File: src/rtl/timer_cmp_irq_if.sv
// rtl/timer_cmp_irq_if.sv - Avalon-MM register bus bundle for the timer compare/interrupt stage
//
// Signals: address[2:0] word address, writedata[31:0], write/read strobes qualified by
// chipselect, readdata[31:0] registered read data, waitrequest (always 0 from the slave).
interface timer_cmp_irq_if;
    logic [2:0]  address;
    logic [31:0] writedata;
    logic        write;
    logic        read;
    logic        chipselect;
    logic [31:0] readdata;
    logic        waitrequest;

    modport master (
        output address, writedata, write, read, chipselect,
        input  readdata, waitrequest
    );

    modport slave (
        input  address, writedata, write, read, chipselect,
        output readdata, waitrequest
    );
endinterface

File: src/rtl/timer_cmp_irq.sv
// rtl/timer_cmp_irq.sv - Compare/interrupt stage downstream of the free-running timer
//
// Ports:
//   clock   - system clock
//   resetn  - synchronous, active-low reset
//   count   - live 32-bit timer count
//   bus     - Avalon-MM slave (timer_cmp_irq_if.slave), zero wait states, 1-cycle read latency
//   irq     - level interrupt, |(pend & ie)
// Map: 0 CTRL, 1 STATUS (W1C), 2 CMP0, 3 PER0, 4 CMP1, 5 PER1, 6 COUNT snapshot, 7 zero.
module timer_cmp_irq #(
    parameter int NCH = 2
) (
    input  logic           clock,
    input  logic           resetn,
    input  logic [31:0]    count,
    timer_cmp_irq_if.slave bus,
    output logic           irq
);
    typedef enum logic [1:0] {
        IDLE  = 2'd0,
        ARMED = 2'd1,
        DONE  = 2'd2
    } ch_state_t;

    ch_state_t      state [NCH];
    logic [NCH-1:0] en;
    logic [NCH-1:0] periodic;
    logic [NCH-1:0] ie;
    logic [NCH-1:0] pend;
    logic [NCH-1:0] ovr;
    logic [31:0]    cmp [NCH];
    logic [31:0]    per [NCH];
    logic [31:0]    prev_cnt;
    logic [31:0]    readdata_q;

    logic           wr;
    logic           rd;
    logic           wr_ctrl;
    logic           wr_stat;
    logic [NCH-1:0] wr_cmp;
    logic [NCH-1:0] wr_per;
    logic [NCH-1:0] fire;
    logic [NCH-1:0] en_nx;
    logic [31:0]    rdata;

    assign wr      = bus.write & bus.chipselect;
    assign rd      = bus.read & bus.chipselect;
    assign wr_ctrl = wr && (bus.address == 3'd0);
    assign wr_stat = wr && (bus.address == 3'd1);

    assign bus.readdata    = readdata_q;
    assign bus.waitrequest = 1'b0;
    assign irq             = |(pend & ie);

    // A hit needs the count to have just stepped, so a prescaled count that
    // holds for many cycles fires once. A CMP write in the hit cycle wins.
    always_comb begin
        wr_cmp = '0;
        wr_per = '0;
        fire   = '0;
        en_nx  = en;
        for (int n = 0; n < NCH; n++) begin
            wr_cmp[n] = wr && (bus.address == 3'(2 + 2 * n));
            wr_per[n] = wr && (bus.address == 3'(3 + 2 * n));
            fire[n]   = en[n] && (state[n] == ARMED) && (count == cmp[n])
                        && (prev_cnt != count) && !wr_cmp[n];
            if (wr_ctrl) begin
                en_nx[n] = bus.writedata[n];
            end
        end
    end

    always_comb begin
        rdata = '0;
        case (bus.address)
            3'd0: begin
                for (int n = 0; n < NCH; n++) begin
                    rdata[n]      = en[n];
                    rdata[8 + n]  = periodic[n];
                    rdata[16 + n] = ie[n];
                end
            end
            3'd1: begin
                for (int n = 0; n < NCH; n++) begin
                    rdata[n]     = pend[n];
                    rdata[8 + n] = ovr[n];
                end
            end
            3'd6: rdata = count;
            default: begin
                // Slots of absent channels never match and read back as 0.
                for (int n = 0; n < NCH; n++) begin
                    if (bus.address == 3'(2 + 2 * n)) rdata = cmp[n];
                    if (bus.address == 3'(3 + 2 * n)) rdata = per[n];
                end
            end
        endcase
    end

    always_ff @(posedge clock) begin
        if (!resetn) begin
            en         <= '0;
            periodic   <= '0;
            ie         <= '0;
            pend       <= '0;
            ovr        <= '0;
            prev_cnt   <= '0;
            readdata_q <= '0;
            for (int n = 0; n < NCH; n++) begin
                state[n] <= IDLE;
                cmp[n]   <= '0;
                per[n]   <= '0;
            end
        end else begin
            prev_cnt <= count;
            if (rd) begin
                readdata_q <= rdata;
            end
            if (wr_ctrl) begin
                for (int n = 0; n < NCH; n++) begin
                    en[n]       <= bus.writedata[n];
                    periodic[n] <= bus.writedata[8 + n];
                    ie[n]       <= bus.writedata[16 + n];
                end
            end
            for (int n = 0; n < NCH; n++) begin
                // Set beats W1C clear when both land in the same cycle.
                pend[n] <= fire[n] | (pend[n] & ~(wr_stat & bus.writedata[n]));
                ovr[n]  <= (fire[n] & pend[n]) | (ovr[n] & ~(wr_stat & bus.writedata[8 + n]));
                if (wr_per[n]) begin
                    per[n] <= bus.writedata;
                end
                // Advance uses the current per, even if PER is written this cycle.
                if (wr_cmp[n]) begin
                    cmp[n] <= bus.writedata;
                end else if (fire[n] && periodic[n]) begin
                    cmp[n] <= cmp[n] + per[n];
                end
                if (!en_nx[n]) begin
                    state[n] <= IDLE;
                end else begin
                    case (state[n])
                        IDLE:    state[n] <= ARMED;
                        ARMED:   if (fire[n] && !periodic[n]) state[n] <= DONE;
                        DONE:    if (wr_cmp[n]) state[n] <= ARMED;
                        default: state[n] <= IDLE;
                    endcase
                end
            end
        end
    end
endmodule
File: src/flat_wrapper.sv
// flat-port wrapper written by rule: the top's interface ports become plain ports
module timer_cmp_irq_flat 
#(
    parameter int NCH = 2
)
  (clock, resetn, count, irq, bus_address, bus_writedata, bus_write, bus_read, bus_chipselect, bus_readdata, bus_waitrequest);
  timer_cmp_irq_if bus_i ();
  input  logic clock;
  input  logic resetn;
  input  logic [31:0] count;
  output logic irq;
  input wire logic [$bits(bus_i.address)-1:0] bus_address;
  input wire logic [$bits(bus_i.writedata)-1:0] bus_writedata;
  input wire logic [$bits(bus_i.write)-1:0] bus_write;
  input wire logic [$bits(bus_i.read)-1:0] bus_read;
  input wire logic [$bits(bus_i.chipselect)-1:0] bus_chipselect;
  output wire logic [$bits(bus_i.readdata)-1:0] bus_readdata;
  output wire logic [$bits(bus_i.waitrequest)-1:0] bus_waitrequest;
  assign bus_i.address = bus_address;
  assign bus_i.writedata = bus_writedata;
  assign bus_i.write = bus_write;
  assign bus_i.read = bus_read;
  assign bus_i.chipselect = bus_chipselect;
  assign bus_readdata = bus_i.readdata;
  assign bus_waitrequest = bus_i.waitrequest;
  timer_cmp_irq #(.NCH(NCH)) u_core (.clock(clock), .resetn(resetn), .count(count), .bus(bus_i), .irq(irq));
endmodule
File: config.mk
export PLATFORM = sky130hd
export DESIGN_NAME = timer_cmp_irq_flat
export DESIGN_NICKNAME = d
export VERILOG_FILES = /design/src/rtl/timer_cmp_irq_if.sv /design/src/rtl/timer_cmp_irq.sv /design/src/flat_wrapper.sv
export SDC_FILE = /design/constraint.sdc
export NUM_CORES = 1
export LEC_CHECK = 0
export CORE_MARGIN = 2
export CORE_UTILIZATION = 25
export CTS_BUF_LIST = sky130_fd_sc_hd__clkbuf_16
export CTS_CLUSTER_SIZE = 24
export DETAILED_ROUTE_END_ITERATION = 8
export MAX_ROUTING_LAYER = met4
export SLEW_MARGIN = 20
export SYNTH_ARGS = -nofsm -noshare
export SYNTH_HDL_FRONTEND = slang
export SYNTH_SLANG_ARGS = --single-unit
File: constraint.sdc
create_clock -name clock -period 5.3 [get_ports clock]
set_clock_uncertainty 0.05 [all_clocks]
set_input_delay 1.325 -clock clock [delete_from_list [all_inputs] [get_ports clock]]
set_output_delay 1.325 -clock clock [all_outputs]
set_load 0.02 [all_outputs]
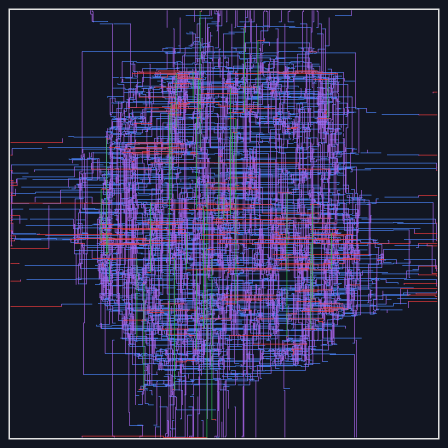
Figure 1: run 1, metal layers overlaid.
[green] M4 | wire length: 1550 um
[blue] M1 | wire length: 20.4 mm
[red] M3 | wire length: 3010 um
[purple] M2 | wire length: 22.7 mm
Post-Route WL: 47.7 mm
routed wirelength normalized by instance count: 22.4 um

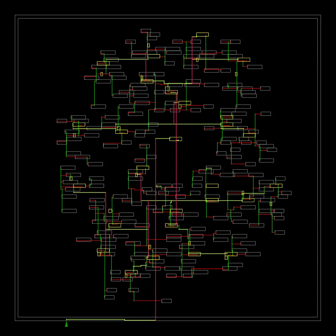
Figure 2: run 1, clock routing.
cts bufs inserted: 25
number of sequential storage elements: 206

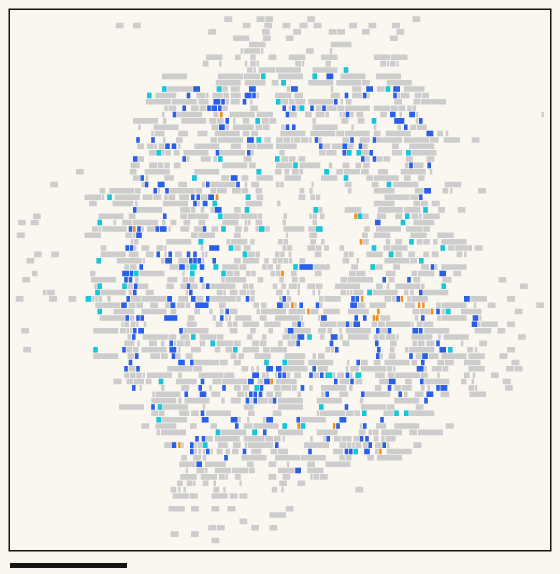
Figure 3: run 1, selected gate families.
The bar under the picture is 50 um long.
[cyan] and/or cells | cells: 87
[blue] aoi and oai cells | cells: 251
[orange] inv cells | cells: 21

==> run notes, run 1 <==
Per STA, the startpoint of the critical path is count[7]. The report lists the number of standard-cell rows as 83. The script computed the net switching share of total power as 30.5%.

The share of power burned in registers came out at 41.8%. By area the synthesized netlist is led by edfxtp_1 31%, dfxtp_1 11%, xor2_1 7.8%. The sequential cell area fraction in the yosys report is 42.3%.

The tools report the via count of the first global-routing pass as 10800. The worst setup path is captured at a register. Leading register cell type out of synthesis: edfxtp_1. Data on the critical path arrives at its endpoint at 4.78 ns.

According to the floorplan report, the placeable core area is 51100 um2. The setup path with the least slack is of type input pin to register. The pre-antenna-repair detailed-routing pass consisted of 5 iterations. The die width came out at 231 um. TritonCTS built the clock tree. After layout, the worst path uses 84.1% of the clock period. The prevailing logic family in the synthesized netlist is simple AND/OR/NAND/NOR gates.

Traced cell by cell, the critical path runs through clkdlybuf4s50_1, xnor2_1, nand4_1, nor4_1, or3b_2, nor3_2, nand3_2, a21oi_4, buf_4, nand2_1, o21ai_0. Per the STA report, the cell with the highest stage delay on the worst path is a21oi_4. The synthesis report gives the async set-or-reset register share as 0%. With the count of tool warnings at 26, the peak ir drop on the vdd network is 211 uV. The run gives 6.33% for the adder and majority cell fraction of the synthesized area.

The areal power density over the cells came out at 286 nW/um2. The synthesized area per cell was 9.79 um2; the yosys cell count was 1316. Leakage component of the power: 5.87 nW. The run finished with clean final reports.

The cell type with the largest total area after synthesis was edfxtp_1. Of the total synthesized cell area, the portion taken by XOR and XNOR cells is 10.7%. The tree is rooted in a clkbuf_16.

The tools report the number of max-cap violations as 0. The worst-path maximum fanout was 27; the setup TNS was 0 ns. CTS reports a maximum clock tree buffer depth of 3. Clock latency on the worst-skew pair, taken at its later pin, is 0.56 ns. The detail route stage leaves a number of antenna-violating nets equal to 0.

The type of origin of the critical path was an input pin. The cell count after synthesis came out at 1316. With the CTS clock-pin slew for the worst setup and hold paths at 0.06 ns, the cts-stage hold buffer count is 0.

The pin closest to its max-slew limit shows a slew of 1.05 ns. The most common logic cell in the final layout is edfxtp_1. With the pin count of the biggest net entering global routing at 51, the half-perimeter wire length of the detailed placement result is 35.1 mm. The script logs the ratio of routed vias to standard cells as 5.10.

The area share of the leading cell type in the synthesized netlist is 30.8%. Design internal power: 3.12 mW. After clock tree synthesis, the repair step resized 0 gates. Per the post-run analysis, buffers plus inverters along the critical path come to 2.

In the floorplan report the effective utilization is 25.2%. The clock network power share is 36.5%, and the and-or/or-and share of the synthesized area is 15.3%. The highest cell delay on the worst timing path is 0.86 ns, and the layout overhead on the synthesized area is 21.6%. The placement summary gives the final routability congestion estimate as 0.943. The net count after synthesis is 1452. For this run the aggregate overflow at the end of global routing stands at 0. The violation tally recorded at the end of detailed-routing iteration 0 is 1074. For reference, simple AND, OR, NAND and NOR cells occupy 17.6% of the area reported after synthesis. The type recorded for the worst min-delay path is register to register. Vertical die dimension: 231 um.
-- run 1: cell type report --
type	count	area [um2]	share of cell area [%]
multi-input cells	1028	7180	45.8
inverters	21	78.8	0.503
clock inverters	19	86.3	0.551
well taps	680	851	5.43
repair buffers	146	1360	8.65
flip-flops and latches	206	5450	34.7
diodes	2	5.00	0.0319
clock buffers	27	676	4.31
-- run 1: per-layer routing --
| metal | GRT usage [%] | wire length (um) | up-vias |
|---|---|---|---|
| met2 | 29.9 | 22700 | 425 |
| li1 | - | - | 5052 |
| met4 | 6.27 | 1550 | 0 |
| met3 | 1.98 | 3010 | 69 |
| met5 | - | 0 | - |
| met1 | 23.1 | 20400 | 5310 |
-- run 1: state kept, by name, indices dropped and copies added (netlist names) --
register / flops
u_core.bus.readdata: 32
u_core.pend: 2
u_core.ie: 2
u_core.ovr: 2
u_core.periodic: 2
u_core.en: 2
u_core.cmp: 64
u_core.prev_cnt: 32
u_core.per: 64
u_core.state: 4
-- run 1: through the flow --
step	utilization [%]	cell area (um2)	setup WS [ns]	std cells
2_1_floorplan	-	12900	0.479	1316
3_3_place_gp	29.2	14900	0.326	2081
3_5_place_dp	29.2	14900	0.319	2081
4_1_cts	30.7	15700	0.868	2127
5_1_grt	30.7	15700	0.588	2129
6_report	30.7	15700	0.843	2129
-- run 1: power groups by stage --
stage | clock network [mW] | registers (mW) | logic [mW]
floorplan | 0 | 1.91 | 0.585
finish | 1.64 | 1.88 | 0.973
detailed placement | 0 | 1.91 | 0.962
global placement | 0 | 1.91 | 0.953
global route | 1.72 | 1.89 | 1.05
CTS | 1.66 | 1.88 | 0.969
-- run 1: logic make-up (layout without fill, tap and decap cells) --
logic type | Yosys count | count (layout)
AND-OR/OR-AND | 311 | 311
XOR/XNOR | 157 | 157
adder cells (fa/ha/maj) | 64 | 64
buffers and inverters | 82 | 213
flip-flops | 206 | 206
multiplexers | 65 | 65
other | 1 | 3
AND/OR/NAND/NOR | 430 | 430
-- run 1: synth_stat cells, types with 5 or more instances --
cell and number:
mux2i_1 38, and3_1 9, nand2_1 100, a211oi_1 6
nor3_1 18, mux2_2 27, nor2_1 58, dfxtp_1 74
nor2b_1 23, o21ai_0 120, xor2_1 115, a221oi_1 31
buf_2 7, nor3b_1 30, and2_1 67, a21oi_1 54
a21o_1 32, nand2b_1 11, inv_1 21, ha_1 62
nor4_1 28, o21a_1 7, nand4_1 10, a31oi_1 7
o21bai_1 5, nand3_1 56, buf_1 8, clkbuf_1 45
a21boi_0 7, a22o_1 7, edfxtp_1 132, xnor2_1 42
-- run 1: tightest hold or removal path: cells and delay by family (launching register included) --
family / cells / cell delay, ns
and+or+nand+nor: 1 / 0.05
AOI/OAI and AO/OA: 1 / 0.06
DFF: 1 / 0.31
-- run 1: worst paths after layout --
path	cells past startpoint	endpoint	slack, ns
hold / removal	2	u_core.bus.readdata[0]	0.42
hold reg to reg	2	u_core.bus.readdata[0]	0.42
setup / recovery	11	u_core.cmp[1][14]	0.84
setup reg to reg	12	u_core.cmp[1][31]	1.39
Figure 4. Sequential cells grouped by signal name (run 1).
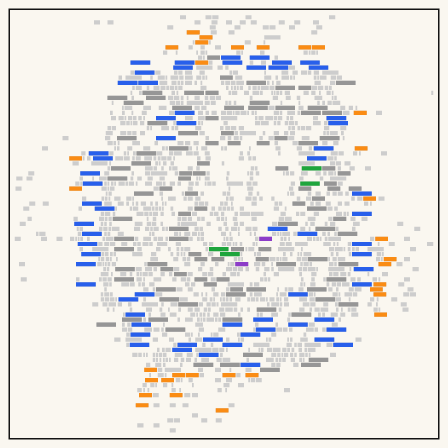

## Run 2: what changed since run 1
==> constraint.sdc (replaced) <==
create_clock -name clock -period 4 [get_ports clock]
set_clock_uncertainty 0.05 [all_clocks]
set_input_delay 1 -clock clock [delete_from_list [all_inputs] [get_ports clock]]
set_output_delay 1 -clock clock [all_outputs]
set_load 0.02 [all_outputs]
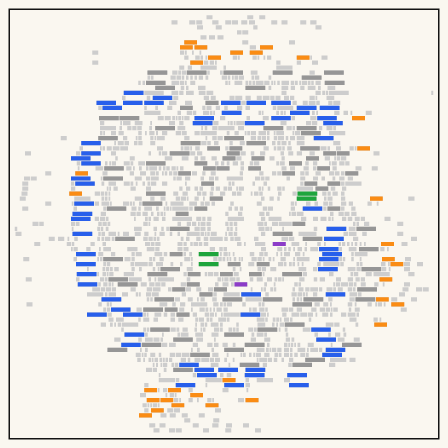
Figure 5: run 2, sequential cells grouped by signal name.
[blue] u_core.per | sequential cells: 64
[orange] u_core.bus.readdata | sequential cells: 32
[purple] u_core.pend | sequential cells: 2
[green] u_core.state | sequential cells: 4 | where: centre
final core utilization: 32.0%
flip-flop and latch area: 5450 um2
Seq group: 2.49 mW
share of the final layout cell area in sequential cells: 33.3%

==> run 2 against run 1 <==
Compared with the run above: synthesized cell count unchanged; sequential share of layout area is 1.4 points lower; sequential power increased by 32%; critical path depth increased by 3; worst hold slack better by 0.0051 ns; die area stayed put; clock power rose by 45%; critical endpoint is now u_core.cmp[0][30]; largest cell class unchanged; largest power group unchanged; highest routed layer unchanged.
==> run notes, run 2 <==
The max-slew check reports its worst relative slack as 53.9%. For reference, the post-synthesis area per instance comes to 9.79 um2. The final tally of hold violations is 0. The count of instances resized after the clock tree is built was 1. Per the OpenROAD floorplan log, the area of the core is 51100 um2. Synthesis produced 1316 cells. The type of the most critical hold path was register to register.

The timing report gives the clock slew at the launch and capture registers of the worst setup and hold paths as 0.06 ns. The half-perimeter wire length of the detailed placement result was 35.3 mm. The worst setup path is captured at a register. The synthesis report gives the async set-or-reset register share as 0%.

The layout stage reports a final design area of 16300 um2. The flow ran to the end, and the final reports show no timing, DRC or antenna violations. The final timing report lists a max-slew violation count of 0. Leading register cell type out of synthesis: edfxtp_1. Number of endpoints failing setup at the final stage: 0. The largest registers in the layout are u_core.cmp x64, u_core.per x64. According to the floorplan log, the row count is 83. The most critical hold endpoint after final layout shows a slack of 0.422 ns.

The total die size is 53400 um2, and the violation count after the first detailed-route iteration is 923. Counting distinct cell types in the post-synthesis netlist gives 65. According to the finish report, the design has a final net count of 1630. Across the run, the number of max-cap violations was 0.

The first global-routing pass estimated 69.9 mm of wire. The final routed wire length divided by cell count is 21.6 um. The run gives 4.23 ns as the data required time of the critical path. In the layout the commonest cells are 132 x edfxtp_1, 118 x o21ai_0, 115 x xor2_1, 101 x clkdlybuf4s50_1, 101 x buf_4.

The final cycle utilization of the critical path works out to 96.1%. The capture endpoint of the worst hold path is u_core.bus.readdata[8]. The worst VDD IR drop from the latest analysis is 335 uV. Total power normalized to cell area comes to 381 nW/um2.

At the later pin of the worst-skew pair, clock insertion delay measures 0.55 ns. Area share of the leading cell type in the synthesized netlist: 30.8%. Sequential cell area fraction in the yosys report: 42.3%. Entering global routing, the biggest net connects 60 pins. Max fanout on the critical path was recorded as 3. In the synthesized netlist, the cells that appear most often are 132 x edfxtp_1, 120 x o21ai_0, 115 x xor2_1. The post-route netlist has 13.4% of its cells at a drive strength greater than 1. Once layout is complete, the cells apart from fillers number 2195. In the post-synthesis netlist, the biggest area contributors are edfxtp_1 31%, dfxtp_1 11%, xor2_1 7.8%. Looking at area per cell type in the netlist, the leader is edfxtp_1. The run gives 0.16 ns as the minimum setup slack among reg-to-reg paths. The run gives 0.691 ns for the transition time at the pin with the least slew margin. Most common cell after layout, fill and taps aside: edfxtp_1.

Worst hold path depth: 2. The run gives 25.2% as the starting density of the core. The global route stage reports its total congestion overflow as 0.

Once the clock tree was built, the setup fixing pass inserted 0 buffers. Yosys reported a register bit count of 206. The count of cells along the worst register-to-register path was 14. The run gives 4.08 ns for the arrival time at the worst endpoint. The vertical die dimension came out at 231 um.

The number of nets produced by synthesis is 1452. The die width came out at 231 um. Using the TritonRoute via totals, the vias-per-cell ratio works out to 4.97. The via count of the first global-routing pass is 10900.

The type of the worst setup path is register to register. The final estimated routing congestion in global placement came out at 0.936. The tools report the initial antenna violation count as 2.

The logs give 3 for the maximum clock insertion buffer count and 0 for the cts-stage hold buffer count. The worst setup path is launched from a register. The layout overhead on the synthesized area is 26.8%. The most common cell in the synthesized netlist is edfxtp_1. Looking at the clock tree report, the root buffer type is clkbuf_16. The run gives 17.9% for the aggregate global-route resource usage. The endpoint of the most critical register-to-register path was u_core.cmp[0][30]. The leakage component of the power was reported as 6.24 nW.

The tools report the number of iterations in the first detailed-routing pass as 5. The run gives 1 for the number of levels in the clock H-tree. The tools report the area of placed instances as 15500 um2.

The tools report the number of instances in the placed design as 2145. TritonCTS built the clock tree. The time the final worst path needs with I/O delays and setup came out at 3.84 ns. The count of nets left with antenna violations once routing finished came out at 0.

The yosys cell count was 1316; the total wire length was 47.3 mm. Maximum frequency from static timing analysis: 0.260 GHz. OpenSTA lists the critical path startpoint as u_core.cmp[0][0]. Summing over the stages, the warning tally comes to 27.
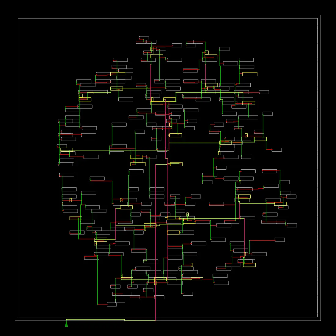
Figure 6: run 2, clock routing.
cts bufs inserted: 26
final-layout clock buffer total: 27
clock sinks: 206

-- run 2: cell count changes in the layout (fill, tap and decap cells not counted), sizes merged --
cell,previous run,this run
buf,45,110
bufinv,0,3
clkinv,7,8
clkinvlp,0,2
diode,2,1
inv,33,29
-- run 2: logic make-up after synthesis --
logic type	count (synthesis)	synth area share, %
xor gates and xnor gates	157	10.7
and+or+nand+nor	430	17.6
adders and majority gates	64	6.33
DFF	206	42.3
muxes	65	5.31
AOI/OAI and AO/OA	311	15.3
buffers and inverters	82	2.49
other	1	0.0291
-- run 2: cell type report --
cell class	instances	area [um2]
Timing Repair Buffer	211	1930
Fill cell	5288	34800
Sequential cell	206	5450
Clock inverter	21	171
Inverter	21	78.8
Multi-Input combinational cell	1028	7190
Antenna cell	1	2.50
Tap cell	680	851
Clock buffer	27	676
-- run 2: power breakdown --
group	switching, mW	internal [mW]
Combinational	0.764	0.597
Sequential	0.104	2.39
Clock	0.963	1.41
-- run 2: worst max-delay path by stage --
stage,to,slack [ns],depth (start not counted)
6_report,u_core.cmp[0][30],0.16,14
5_1_grt,u_core.cmp[0][30],0.01,14
4_1_cts,u_core.cmp[1][11],0.03,9
3_5_place_dp,u_core.cmp[1][11],-0.55,9
3_3_place_gp,u_core.cmp[1][24],-0.51,9
2_1_floorplan,u_core.per[0][0],-0.50,4
-- run 2: stage by stage --
step | utilization (%) | TNS, ns | setup slack [ns]
after CTS | 31.9 | 0 | 0.0340
final | 32.0 | 0 | 0.156
after global routing | 32.0 | 0 | 0.0136
after global placement | 30.2 | -18.60 | -0.515
after floorplan | - | -31.77 | -0.496
after detailed placement | 30.2 | -19.66 | -0.553
-- run 2: routing by layer --
| layer | vias to the layer above | part of all wire, % | track usage (%) |
|---|---|---|---|
| met5 | - | 0 | - |
| met4 | 0 | 3.2 | 5.93 |
| met3 | 72 | 6.1 | 2.08 |
| met2 | 410 | 46 | 28.8 |
| met1 | 5255 | 44 | 23.4 |
| li1 | 5181 | - | - |
-- run 2: critical path, cell delays in order, from the launching register on --
cell      delay, ns
edfxtp_1       0.45
ha_1           0.25
inv_1          0.09
fa_1           0.23
nor2b_1        0.07
o21a_1         0.19
o21ai_2        0.19
nand3b_2       0.16
a211o_1        0.44
a211oi_4       0.40
o21ai_2        0.15
a2111o_1       0.48
a31oi_2        0.19
xor2_1         0.16
o21ai_1        0.07
Figure 7. Selected gate families (run 2).
The bar under the picture is 50 um long.
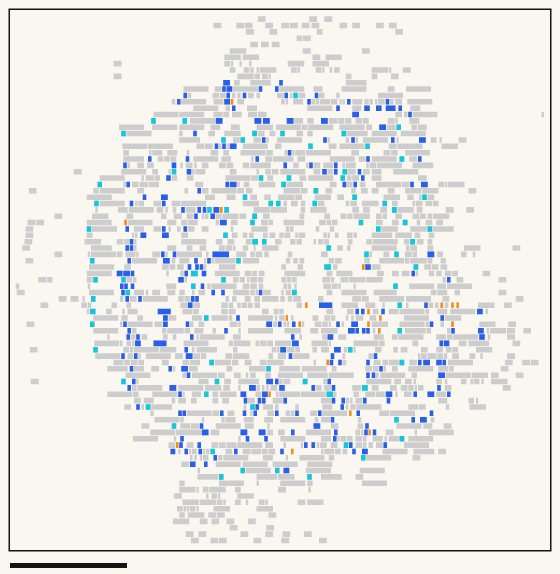

## Run 3: what changed since run 2
--- a/config.mk
+++ b/config.mk
@@ -5,7 +5,7 @@
 export SDC_FILE = /design/constraint.sdc
 export NUM_CORES = 1
 export LEC_CHECK = 0
-export CORE_MARGIN = 2
+export CORE_MARGIN = 1.5
 export CORE_UTILIZATION = 25
 export CTS_BUF_LIST = sky130_fd_sc_hd__clkbuf_16
 export CTS_CLUSTER_SIZE = 24
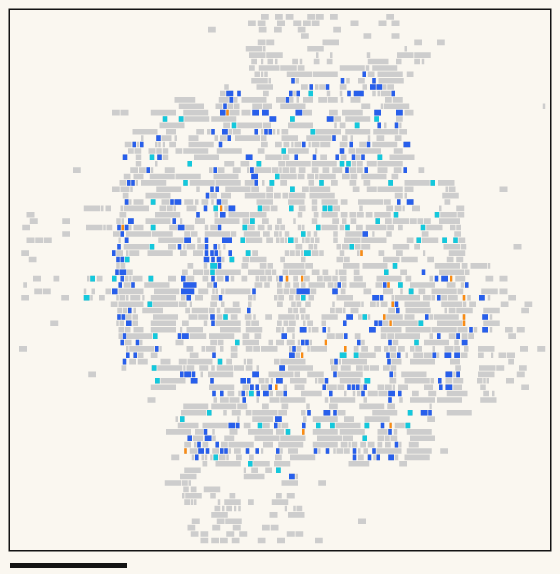
Figure 8: run 3, selected gate families.
The bar under the picture is 50 um long.
[blue] aoi and oai cells | cells: 251
[orange] inv cells | cells: 21
[cyan] and/or cells | cells: 87

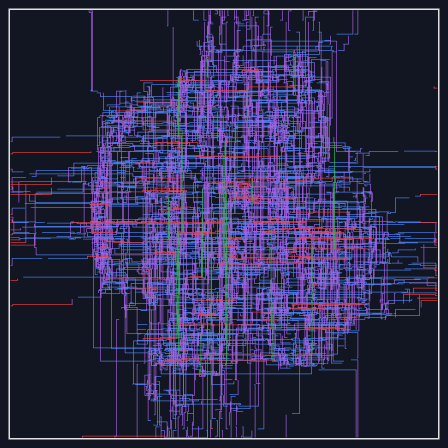
Figure 9: run 3, metal layers overlaid.
[purple] M2 | wire length: 21.6 mm
[red] M3 | wire length: 2990 um
[blue] M1 | wire length: 19800 um
[green] M4 | wire length: 1680 um
Vias: 10900
routed wirelength normalized by instance count: 21.4 um
Total GRT Usage: 17.6%
Post-Route WL: 46.0 mm

==> run 3 against run 2 <==
Compared with the run above: core utilization shrank 0.69 points; maximum frequency grew 0.88%; total power shrank 4.7%; flip-flop count is the same; combinational power shrank 4%; critical path depth is the same; synthesized area is the same; first-iteration DRC count grew 6.0%; global-route usage shrank 0.30 points; register-to-register slack gained 0.03 ns; worst setup slack gained 0.034 ns; non-clock buffer count shrank 32.
==> run notes, run 3 <==
Most used standard cell by instance count after synthesis: edfxtp_1. The worst-path maximum fanout came out at 3. The longest incremental delay of any stage on the critical path is reported as 0.46 ns.

On the critical path, the stage with the largest delay is an instance of a2111o_1. The power report lists cell-internal power as 4.18 mW. TritonCTS built the clock tree. Entering global routing, the biggest net connects 52 pins. The most critical hold endpoint after final layout shows a slack of 0.409 ns.

The areal power density over the cells is 371 nW/um2, and the number of endpoints failing setup at the final stage is 0. The buffer type at the clock tree root is clkbuf_16. Using the TritonRoute via totals, the vias-per-cell ratio works out to 5.06. With the count of instances resized after the clock tree is built at 0, the post-synthesis sequential element count is 206.

The sequential cell area fraction in the yosys report is 42.3%, and the number of placement rows is 83. After synthesis, the most frequently instantiated cells are 132 x edfxtp_1, 120 x o21ai_0, 115 x xor2_1. Hold repair after CTS inserted 0 buffers.

The maximum clock insertion buffer count came out at 3. The signal on the critical path passes through ha_1, inv_1, fa_1, nor2b_1, o21a_1, o21ai_2, nand3b_2, a211o_1, a211oi_2, o21ai_2, a2111o_1, a31oi_2, xor2_1, o21ai_1. The flow ran to the end, and the final reports show no timing, DRC or antenna violations. The flow reports that combinational logic draws 22.2% of the design power.

The vertical die dimension reported for this design is 230 um. Summed over all nets, the half-perimeter wirelength after detailed placement is 35.3 mm. The number of distinct library cells after synthesis came out at 65. Peak ir drop on the vdd network: 246 uV.

For the data required time of the critical path, the log shows 4.22 ns. In this run the layout overhead on the synthesized area is reported as 24.1%. With the initial antenna violation count at 0, the area share of the leading cell type in the synthesized netlist is 30.8%. The final timing report derives a shortest allowable period of 3.81 ns.

The die width was 230 um. Per STA, the worst path accumulates the most delay in the family AND-OR/OR-AND gates. Yosys reported that registers with async set or reset make up 0%. The number of antenna diodes in the final layout is 0. The run gives 1316 for the count of mapped cells out of synthesis. Looking at the setup timing report, the critical path kind is register to register. According to the report, the first pass of detailed routing completed in 6 iterations. The run gives 0.53 ns for the clock latency reported for the late side of the worst-skew pair.

Counting stages on the worst path, the most repeated cell is o21ai_2. Ranked by total cell area, the synthesized netlist is headed by edfxtp_1 31%, dfxtp_1 11%, xor2_1 7.8%. The number of max-cap violations came out at 0.

The layout summary lists the proportion of cells stronger than drive strength 1 as 11.1%.
[run 3: cell counts after synthesis]
Identical to the previous run, type by type.
[run 3: logic make-up (layout without fill, tap and decap cells)]
kind of cell	after synthesis	in the layout	synth area share (%)
and+or+nand+nor	430	430	17.6
xor gates and xnor gates	157	157	10.7
adders and majority gates	64	64	6.33
AOI/OAI and AO/OA	311	311	15.3
muxes	65	65	5.31
other	1	1	0.0291
DFF	206	206	42.3
buffers and inverters	82	241	2.49
[run 3: through the flow]
| step | setup slack [ns] | instance area (um2) | cells | total power [mW] | TNS (ns) |
|---|---|---|---|---|---|
| 2_1_floorplan | -0.496 | 12900 | 1316 | 3.30 | -31.77 |
| 4_1_cts | 0.201 | 16000 | 2155 | 5.96 | 0 |
| 3_5_place_dp | -0.0286 | 15300 | 2114 | 3.83 | -0.131 |
| 3_3_place_gp | -0.00524 | 15300 | 2114 | 3.81 | -0.00524 |
| 5_1_grt | 0.0262 | 16000 | 2155 | 6.16 | 0 |
| 6_report | 0.190 | 16000 | 2155 | 5.93 | 0 |
[run 3: worst paths after layout]
path	from	cells after the start	to	slack [ns]
worst min register to register	u_core.bus.readdata[1]	2	u_core.bus.readdata[1]	0.41
worst min-delay path	u_core.bus.readdata[1]	2	u_core.bus.readdata[1]	0.41
worst max-delay path	u_core.cmp[0][0]	14	u_core.cmp[0][30]	0.19
worst max register to register	u_core.cmp[0][0]	14	u_core.cmp[0][30]	0.19
[run 3: power by group through the flow]
stage	Combinational, mW	Sequential [mW]	Clock (mW)
floorplan	0.776	2.52	0
detailed placement	1.30	2.53	0
CTS	1.31	2.49	2.17
global placement	1.28	2.53	0
finish	1.31	2.49	2.13
global route	1.43	2.50	2.24
[run 3: worst min-delay path: stages, from the launching register on]
cell and delay (ns):
dfxtp_1 0.31, nand2_1 0.05, a21boi_0 0.06
[run 3: cell type report]
| class | instances | area [um2] |
|---|---|---|
| Timing Repair Buffer | 179 | 1700 |
| Multi-Input combinational cell | 1028 | 7180 |
| Inverter | 21 | 78.8 |
| Clock inverter | 18 | 158 |
| Tap cell | 680 | 851 |
| Sequential cell | 206 | 5450 |
| Fill cell | 5298 | 35100 |
| Clock buffer | 23 | 576 |
[run 3: routing by layer]
metal / part of all wire [%] / routed length [um] / track usage, % / vias to the layer above
met4: 3.7 / 1680 / 6.80 / 0
met1: 43 / 19800 / 22.2 / 5328
met5: 0 / 0 / - / -
met3: 6.5 / 2990 / 2.36 / 71
met2: 47 / 21600 / 28.6 / 402
li1: - / - / - / 5105
No activity file was given, so power comes from the tool's default toggle rates.
